<file path="src/rtl/fractal_sync_arb_if.sv">
// Signal bundle between the local requesters, the fractal sync arbiter and the
// upstream fractal sync port. The arbiter uses the master modport.
interface fractal_sync_arb_if #(
  parameter int N_REQ = 4,
  parameter int LVL_W = 8,
  parameter int ID_W  = 8
);
  localparam int SRC_W = $clog2(N_REQ);

  logic [N_REQ-1:0]       req_valid_i;
  logic [N_REQ-1:0]       req_ready_o;
  logic [N_REQ*LVL_W-1:0] req_level_i;
  logic [N_REQ*ID_W-1:0]  req_id_i;
  logic [N_REQ-1:0]       rsp_valid_o;
  logic [N_REQ-1:0]       rsp_error_o;
  logic [N_REQ*LVL_W-1:0] rsp_level_o;
  logic                   sync_valid_o;
  logic                   sync_ready_i;
  logic [LVL_W-1:0]       sync_level_o;
  logic [ID_W-1:0]        sync_id_o;
  logic [SRC_W-1:0]       sync_src_o;
  logic                   sync_rsp_valid_i;
  logic                   sync_rsp_error_i;
  logic [SRC_W-1:0]       sync_rsp_src_i;
  logic [LVL_W-1:0]       sync_rsp_level_i;
  logic [N_REQ-1:0]       busy_o;

  modport master (
    input  req_valid_i, req_level_i, req_id_i, sync_ready_i,
           sync_rsp_valid_i, sync_rsp_error_i, sync_rsp_src_i, sync_rsp_level_i,
    output req_ready_o, rsp_valid_o, rsp_error_o, rsp_level_o,
           sync_valid_o, sync_level_o, sync_id_o, sync_src_o, busy_o
  );

  modport slave (
    output req_valid_i, req_level_i, req_id_i, sync_ready_i,
           sync_rsp_valid_i, sync_rsp_error_i, sync_rsp_src_i, sync_rsp_level_i,
    input  req_ready_o, rsp_valid_o, rsp_error_o, rsp_level_o,
           sync_valid_o, sync_level_o, sync_id_o, sync_src_o, busy_o
  );
endinterface

</file>
<file path="src/rtl/fractal_sync_arb.sv">
// Round-robin arbiter sharing one fractal sync port among N_REQ requesters.
// Optional per-requester watchdog enabled by defining FSYNC_ARB_TIMEOUT_EN.
module fractal_sync_arb #(
  parameter int N_REQ       = 4,
  parameter int LVL_W       = 8,
  parameter int ID_W        = 8,
  parameter int MAX_ERR     = 3,
  parameter int TIMEOUT_CYC = 1024
) (
  input  logic               clk_i,
  input  logic               rst_ni,
  fractal_sync_arb_if.master bus
);
  localparam int SRC_W = $clog2(N_REQ);
  localparam int SRC_N = 1 << SRC_W;

  if (N_REQ < 2 || N_REQ > 16 || TIMEOUT_CYC < 1) begin : g_cfg_check
    $error("fractal_sync_arb: illegal parameter set");
  end

  logic [N_REQ-1:0]            pending_q, stale, tmo, eligible, grant, req_ready, rsp_hit;
  logic [N_REQ-1:0]            rsp_valid_q, rsp_error_q;
  logic [N_REQ-1:0][LVL_W-1:0] rsp_level_q, lvl_q;
  logic [SRC_W-1:0]            rr_ptr_q, grant_idx, sync_src_q;
  logic [LVL_W-1:0]            grant_level, sync_level_q, rsp_ref_level;
  logic [ID_W-1:0]             grant_id, sync_id_q;
  logic                        sync_valid_q, out_free, accept, rsp_known, lvl_err;
  logic [SRC_N-1:0]            pending_ext;
  logic [LVL_W:0]              lvl_diff;

  assign eligible = bus.req_valid_i & ~pending_q & ~stale;
  assign out_free = ~sync_valid_q | bus.sync_ready_i;

  // NOTE: every signal driven by always_comb gets a default first, so no path leaves it unassigned and no latch is inferred.
  always_comb begin : arbiter
    int  idx;
    logic found;
    grant       = '0;
    grant_idx   = '0;
    grant_level = '0;
    grant_id    = '0;
    found       = 1'b0;
    idx         = 0;
    for (int k = 0; k < N_REQ; k++) begin
      idx = int'(rr_ptr_q) + k;
      if (idx >= N_REQ) idx = idx - N_REQ;
      if (!found && eligible[idx]) begin
        found       = 1'b1;
        grant[idx]  = 1'b1;
        grant_idx   = SRC_W'(idx);
        grant_level = bus.req_level_i[idx*LVL_W +: LVL_W];
        grant_id    = bus.req_id_i[idx*ID_W +: ID_W];
      end
    end
  end

  // Reset is also applied combinationally so ready is low for the whole reset window.
  assign req_ready = grant & {N_REQ{out_free & rst_ni}};
  assign accept    = |req_ready;

  always_comb begin : rsp_decode
    pending_ext              = '0;
    pending_ext[N_REQ-1:0]   = pending_q;
    rsp_known                = bus.sync_rsp_valid_i & pending_ext[bus.sync_rsp_src_i];
    rsp_ref_level            = '0;
    rsp_hit                  = '0;
    for (int i = 0; i < N_REQ; i++) begin
      if (bus.sync_rsp_src_i == SRC_W'(i)) rsp_ref_level = lvl_q[i];
      rsp_hit[i] = rsp_known & (bus.sync_rsp_src_i == SRC_W'(i));
    end
    lvl_diff = {1'b0, bus.sync_rsp_level_i} - {1'b0, rsp_ref_level};
    if (lvl_diff[LVL_W]) lvl_diff = -lvl_diff;
    lvl_err = lvl_diff > (LVL_W+1)'(MAX_ERR);
  end

`ifdef FSYNC_ARB_TIMEOUT_EN
  localparam int CNT_W = $clog2(TIMEOUT_CYC + 1);

  logic [N_REQ-1:0][CNT_W-1:0] cnt_q;
  logic [N_REQ-1:0]            stale_q, in_stage;

  // The watchdog only runs once the request has actually left the output stage.
  always_comb begin : watchdog
    in_stage = '0;
    tmo      = '0;
    for (int i = 0; i < N_REQ; i++) begin
      in_stage[i] = sync_valid_q & (sync_src_q == SRC_W'(i));
      tmo[i]      = pending_q[i] & ~in_stage[i] & ~rsp_hit[i] &
                    (cnt_q[i] == CNT_W'(TIMEOUT_CYC - 1));
    end
  end

  assign stale = stale_q;

  always_ff @(posedge clk_i or negedge rst_ni) begin
    if (!rst_ni) begin
      cnt_q   <= '0;
      stale_q <= '0;
    end else begin
      for (int i = 0; i < N_REQ; i++) begin
        if (!pending_q[i] || in_stage[i] || tmo[i]) cnt_q[i] <= '0;
        else                                        cnt_q[i] <= cnt_q[i] + CNT_W'(1);
        if (tmo[i]) stale_q[i] <= 1'b1;
        else if (bus.sync_rsp_valid_i && bus.sync_rsp_src_i == SRC_W'(i)) stale_q[i] <= 1'b0;
      end
    end
  end
`else
  assign stale = '0;
  assign tmo   = '0;
`endif

  // NOTE: sequential state uses non-blocking assignments so every flop samples pre-edge values.
  always_ff @(posedge clk_i or negedge rst_ni) begin
    if (!rst_ni) begin
      rr_ptr_q     <= '0;
      pending_q    <= '0;
      sync_valid_q <= 1'b0;
      sync_level_q <= '0;
      sync_id_q    <= '0;
      sync_src_q   <= '0;
      rsp_valid_q  <= '0;
      rsp_error_q  <= '0;
      rsp_level_q  <= '0;
      // NOTE: lvl_q is a handful of flops, not a RAM, so it is reset with the rest to keep it X-free.
      lvl_q        <= '0;
    end else begin
      if (accept) begin
        rr_ptr_q     <= (grant_idx == SRC_W'(N_REQ - 1)) ? '0 : grant_idx + SRC_W'(1);
        sync_valid_q <= 1'b1;
        sync_level_q <= grant_level;
        sync_id_q    <= grant_id;
        sync_src_q   <= grant_idx;
      end else if (bus.sync_ready_i) begin
        sync_valid_q <= 1'b0;
      end
      pending_q <= (pending_q | req_ready) & ~(rsp_hit | tmo);
      for (int i = 0; i < N_REQ; i++) begin
        rsp_valid_q[i] <= rsp_hit[i] | tmo[i];
        rsp_error_q[i] <= (rsp_hit[i] & (bus.sync_rsp_error_i | lvl_err)) | tmo[i];
        rsp_level_q[i] <= rsp_hit[i] ? bus.sync_rsp_level_i :
                          (tmo[i] ? lvl_q[i] : '0);
        if (req_ready[i]) lvl_q[i] <= grant_level;
      end
    end
  end

  assign bus.req_ready_o  = req_ready;
  assign bus.sync_valid_o = sync_valid_q;
  assign bus.sync_level_o = sync_level_q;
  assign bus.sync_id_o    = sync_id_q;
  assign bus.sync_src_o   = sync_src_q;
  assign bus.rsp_valid_o  = rsp_valid_q;
  assign bus.rsp_error_o  = rsp_error_q;
  assign bus.rsp_level_o  = rsp_level_q;
  assign bus.busy_o       = pending_q;
endmodule

</file>
<file path="src/flat_wrapper.sv">
// flat-port wrapper written by rule: the top's interface ports become plain ports
module fractal_sync_arb_flat 
#(
  parameter int N_REQ       = 4,
  parameter int LVL_W       = 8,
  parameter int ID_W        = 8,
  parameter int MAX_ERR     = 3,
  parameter int TIMEOUT_CYC = 1024
)
  (clk_i, rst_ni, bus_req_valid_i, bus_req_level_i, bus_req_id_i, bus_sync_ready_i, bus_sync_rsp_valid_i, bus_sync_rsp_error_i, bus_sync_rsp_src_i, bus_sync_rsp_level_i, bus_req_ready_o, bus_rsp_valid_o, bus_rsp_error_o, bus_rsp_level_o, bus_sync_valid_o, bus_sync_level_o, bus_sync_id_o, bus_sync_src_o, bus_busy_o);
  fractal_sync_arb_if #(.N_REQ(N_REQ), .LVL_W(LVL_W), .ID_W(ID_W)) bus_i ();
  input  logic clk_i;
  input  logic rst_ni;
  input wire logic [$bits(bus_i.req_valid_i)-1:0] bus_req_valid_i;
  input wire logic [$bits(bus_i.req_level_i)-1:0] bus_req_level_i;
  input wire logic [$bits(bus_i.req_id_i)-1:0] bus_req_id_i;
  input wire logic [$bits(bus_i.sync_ready_i)-1:0] bus_sync_ready_i;
  input wire logic [$bits(bus_i.sync_rsp_valid_i)-1:0] bus_sync_rsp_valid_i;
  input wire logic [$bits(bus_i.sync_rsp_error_i)-1:0] bus_sync_rsp_error_i;
  input wire logic [$bits(bus_i.sync_rsp_src_i)-1:0] bus_sync_rsp_src_i;
  input wire logic [$bits(bus_i.sync_rsp_level_i)-1:0] bus_sync_rsp_level_i;
  output wire logic [$bits(bus_i.req_ready_o)-1:0] bus_req_ready_o;
  output wire logic [$bits(bus_i.rsp_valid_o)-1:0] bus_rsp_valid_o;
  output wire logic [$bits(bus_i.rsp_error_o)-1:0] bus_rsp_error_o;
  output wire logic [$bits(bus_i.rsp_level_o)-1:0] bus_rsp_level_o;
  output wire logic [$bits(bus_i.sync_valid_o)-1:0] bus_sync_valid_o;
  output wire logic [$bits(bus_i.sync_level_o)-1:0] bus_sync_level_o;
  output wire logic [$bits(bus_i.sync_id_o)-1:0] bus_sync_id_o;
  output wire logic [$bits(bus_i.sync_src_o)-1:0] bus_sync_src_o;
  output wire logic [$bits(bus_i.busy_o)-1:0] bus_busy_o;
  assign bus_i.req_valid_i = bus_req_valid_i;
  assign bus_i.req_level_i = bus_req_level_i;
  assign bus_i.req_id_i = bus_req_id_i;
  assign bus_i.sync_ready_i = bus_sync_ready_i;
  assign bus_i.sync_rsp_valid_i = bus_sync_rsp_valid_i;
  assign bus_i.sync_rsp_error_i = bus_sync_rsp_error_i;
  assign bus_i.sync_rsp_src_i = bus_sync_rsp_src_i;
  assign bus_i.sync_rsp_level_i = bus_sync_rsp_level_i;
  assign bus_req_ready_o = bus_i.req_ready_o;
  assign bus_rsp_valid_o = bus_i.rsp_valid_o;
  assign bus_rsp_error_o = bus_i.rsp_error_o;
  assign bus_rsp_level_o = bus_i.rsp_level_o;
  assign bus_sync_valid_o = bus_i.sync_valid_o;
  assign bus_sync_level_o = bus_i.sync_level_o;
  assign bus_sync_id_o = bus_i.sync_id_o;
  assign bus_sync_src_o = bus_i.sync_src_o;
  assign bus_busy_o = bus_i.busy_o;
  fractal_sync_arb #(.N_REQ(N_REQ), .LVL_W(LVL_W), .ID_W(ID_W), .MAX_ERR(MAX_ERR), .TIMEOUT_CYC(TIMEOUT_CYC)) u_core (.clk_i(clk_i), .rst_ni(rst_ni), .bus(bus_i));
endmodule
</file>
<file path="config.mk">
export PLATFORM = sky130hd
export DESIGN_NAME = fractal_sync_arb_flat
export DESIGN_NICKNAME = d
export VERILOG_FILES = /design/src/rtl/fractal_sync_arb_if.sv /design/src/rtl/fractal_sync_arb.sv /design/src/flat_wrapper.sv
export SDC_FILE = /design/constraint.sdc
export NUM_CORES = 1
export LEC_CHECK = 0
export ABC_AREA = 1
export CAP_MARGIN = 30
export CORE_UTILIZATION = 26
export CTS_CLUSTER_DIAMETER = 120
export CTS_CLUSTER_SIZE = 28
export DETAILED_ROUTE_END_ITERATION = 8
export GPL_ROUTABILITY_DRIVEN = 0
export PLACE_DENSITY = 0.57
export SETUP_SLACK_MARGIN = 0.02
export SYNTH_ARGS = -nofsm -noshare
export SYNTH_HDL_FRONTEND = slang
export SYNTH_SLANG_ARGS = --single-unit
</file>
<file path="constraint.sdc">
create_clock -name clk_i -period 4.2 [get_ports clk_i]
set_input_delay 0.84 -clock clk_i [delete_from_list [all_inputs] [get_ports clk_i]]
set_output_delay 0.84 -clock clk_i [all_outputs]
set_load 0.005 [all_outputs]
</file>
Fig. 1: run 1, signal wires on met1
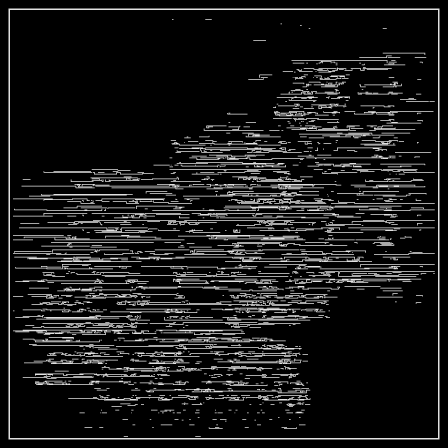
nets with wire on the layer	1039
longest straight run	48.3 um
share of all routed wire	50%

Fig. 2: run 1, the metal 2 layer
Scale bar: 50 um.
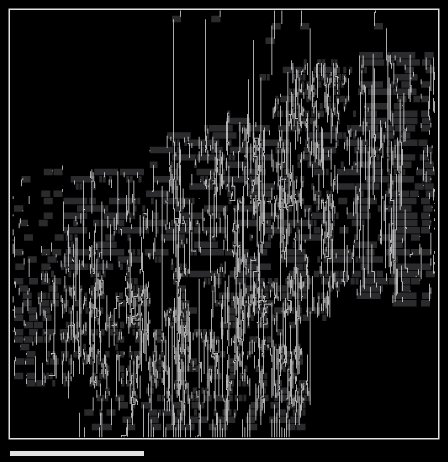
wire length on this layer	8300 um
share of all routed wire	43%
main direction	vertical
longest straight run	54.1 um

Fig. 3: run 1, metal 3
Scale bar: 50 um.
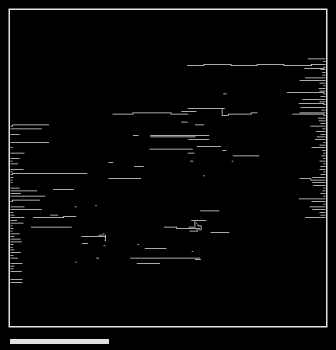
wire length on this layer	1090 um
share of all routed wire	5.6%
main direction	horizontal
longest straight run	37.7 um
nets with wire on the layer	143
met3 layer usage reported by global route: 3.221%
wire length reported by the detailed router: 19.42 mm

==> notes.org, run 1 <==
#+TITLE: Implementation results

** Outcome
- Status :: finished, final reports clean

** Yosys
- Of the synthesized area, sequential elements account for 37.53%.
- The synthesis stat section lists a flop and latch total of 97.
- For reference, compound AND-OR and OR-AND cells occupy 16.46% of the area reported after synthesis.
- By count the netlist is led by 325 x nand2_1, 97 x dfrtp_1, 94 x o21ai_0, 82 x inv_1, 73 x nor2_1.
- Yosys mapped a number of flops with a built-in enable equal to 0.

** Final timing
- After layout, the worst path uses 90.79% of the clock period.
- Final-report setup violation count :: 0

** Layout
- CLK BUF :: 11
- Share of final layout cell area taken by clock buffers and inverters :: 3.185%
- Proportion of layout cells with a drive suffix above 1 :: 7.222%
- According to the cell report, flip-flops and latches in the layout number 97.

** Critical path
- CP top delay family :: buffers and inverters
- Per STA, the endpoint of the critical path is bus_req_ready_o[1].
- Number of buffer and inverter instances along the worst setup path :: 3

** Clocking
- CTS resizes :: 0

** Worst hold path
- Depth of the worst hold-timing path :: 2

** Power
- The power report lists the clock group at 0.763 mW.
- Share of power burned in combinational logic :: 65.7%

** Global routing
- For this run the aggregate overflow at the end of global routing stands at 0.
==> inputs of run 2 (changes only) <==
Settings changed: HOLD_SLACK_MARGIN set to 0.1, SETUP_SLACK_MARGIN 0.02 to 0.3.
==> run 2 against run 1 <==
Effect of this change: cell area up 0.34%; die size did not move; non-clock buffer count is the same; synthesized cell count unchanged; sequential power hardly changed; first-iteration DRC count down 7.0%; area after synthesis stayed put; via count is 0.31% lower; count of clock-buffer cells in the layout unchanged; critical path type unchanged; total power is 0.60% higher; combinational power up 1%.
==> notes.org, run 2 <==
#+TITLE: Implementation results

** Yosys
- Post-synth EDFFs :: 0 (unchanged)
- The number of synthesized register bits came to 97 (unchanged).
- Share of synthesized area occupied by flip-flops and latches :: 37.53% (unchanged)
- Ao+oa area frac :: 16.46% (unchanged)
- Top cells by count, synth :: 325 x nand2_1, 97 x dfrtp_1, 94 x o21ai_0, 82 x inv_1, 73 x nor2_1

** Final timing
- The transition time recorded at the tightest slew-check pin is 1.002 ns.
- Final-report setup violation count :: 0 (unchanged)

** Outcome
- The flow ran to the end, and the final reports show no timing, DRC or antenna violations.

** Layout
- Flip-flop and latch count :: 97 (unchanged)
- After layout, the inverter instance count without clock inverters stands at 97.
- The clock network contribution to total cell area was 3.174% (-0.011 points).
- Proportion of layout cells with a drive suffix above 1 :: 7.685% (+0.46 points)

** Power
- The power dissipated in the clock network came to 0.766 mW (about the same).
- The combinational cell fraction of total power was 65.9% (+0.2 points).

** Critical path
- Standard cell with the maximum stage delay on the critical path :: clkdlybuf4s50_1

** Detailed routing
- The post-route report lists met1 wire length as 9.706 mm.
- In the detailed route, the total length drawn on met3 is 1.204 mm.
- The final wirelength came to 19.50 mm (+0.43%).

** Worst hold path
- Depth of the worst hold-timing path :: 2 (unchanged)

** Clocking
- The quantity of gates resized following cts is 0 (unchanged).

** Global routing
- The met3 layer usage reported by global route was 3.221% (unchanged).
Fig. 4: run 2, routing congestion map
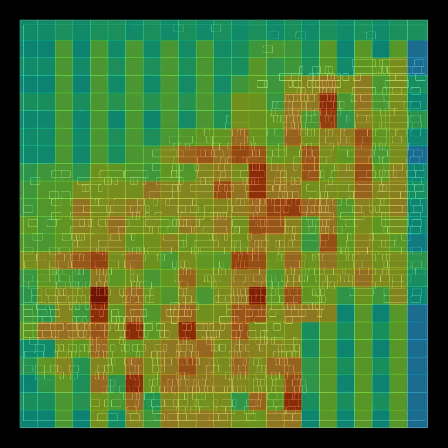
total global-route track usage: 15.36%
final cell utilization of the core: 35.23%
detail-routed net length per standard cell: 13.89 um
Global Route met2 Usage: 23.74%
Top Usage Layer GRT: met2

==> inputs of run 3 (changes only) <==
Settings changed: TNS_END_PERCENT set to 50.
==> run 3 against run 2 <==
Effect of this change: final cell count unchanged; first-iteration DRC count is 0.58% lower; via count is essentially flat; cell area about the same; clock skew is 0.00093 ns higher; largest cell class unchanged; largest power group unchanged; highest routed layer unchanged.
==> notes.org, run 3 <==
#+TITLE: Implementation results

** Layout
- Proportion of layout cells with a drive suffix above 1 :: 7.685% (unchanged)
- Combinational share of cell area :: 40.55%
- Non-CTS inverters :: 97 (unchanged)
- Leaving out the clock tree, the finished layout contains a buffer count of 168.
- The clock network contribution to total cell area is 3.175% (about the same).
- Flip-flop and latch count :: 97 (unchanged)

** Final timing
- Across all hold checks on the routed design, the worst slack comes to 0.4939 ns.
- The final timing report lists a max-slew violation count of 0.
- The slew at the pin closest to its max-slew limit was 0.9769 ns (-0.02495 ns).
- Final clock skew :: 0.01073 ns
- The number of endpoints failing setup at the final stage is 0 (unchanged).

** Detailed routing
- The final wirelength was 19.43 mm (-0.35%).
- The total routed wire length on the met1 layer was 9.675 mm (-0.32%).
- The routed layout has 6397 vias.
- The routed length on met3 is 1.162 mm (-3.5%).

** Worst hold path
- Depth of the worst hold-timing path :: 2 (unchanged)
- The launch point of the worst min-delay path is recorded as u_core.lvl_q[2].

** Critical path
- In this run the number of cells on the critical path is 10.
- Setup Crit Path Kind :: input pin to primary output
- On the critical path, the stage with the largest delay is an instance of clkdlybuf4s50_1.
- The timing report gives the biggest stage delay along the critical path as 0.53 ns.
- Launching instance or port of the critical path :: bus_req_valid_i[0]
- Category of the worst setup path capture point :: primary output

** Global routing
- The met3 layer usage reported by global route was 3.221% (unchanged).
- Global Route met2 Usage :: 23.74% (unchanged)
- The via count of the first global-routing pass came to 6133.
- Top Usage Layer GRT :: met2
- The overall routing resource usage is 15.36% (unchanged).

** Run
- Tool Warnings :: 34
- Max-cap violation count :: 0

** Power
- The combinational cell fraction of total power is 65.8% (about the same).
- Clock distribution power :: 0.764 mW (about the same)

** Yosys
- The stat command in Yosys gives a chip area of 6467 um2.
- Fraction of synthesized cell area in xor and xnor cells :: 0.5417%
- Post-synth EDFFs :: 0 (unchanged)
- Sorting the synthesized cells by how often they occur yields 325 x nand2_1, 97 x dfrtp_1, 94 x o21ai_0, 82 x inv_1, 73 x nor2_1.
- Share of synthesized area occupied by flip-flops and latches :: 37.53% (unchanged)
- Each instance of the synthesized netlist takes up on average 6.917 um2.
- Ao+oa area frac :: 16.46% (unchanged)
- The number of synthesized register bits is 97 (unchanged).

** Outcome
- Status :: finished, final reports clean

** Floorplanning
- Die boundary height :: 159.7 um

** Clocking
- Root cell of the clock tree :: clkbuf_16
- CTS resizes :: 0 (unchanged)

** Placed design
- Cell area after placement :: 8292 um2
Fig. 5: run 3, routing congestion map
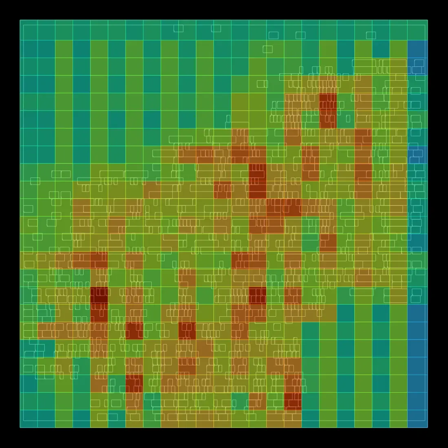
final cell utilization of the core: 35.22%
detail-routed net length per standard cell: 13.84 um

Power figures rest on the tool's default switching activity, not on a simulated workload.
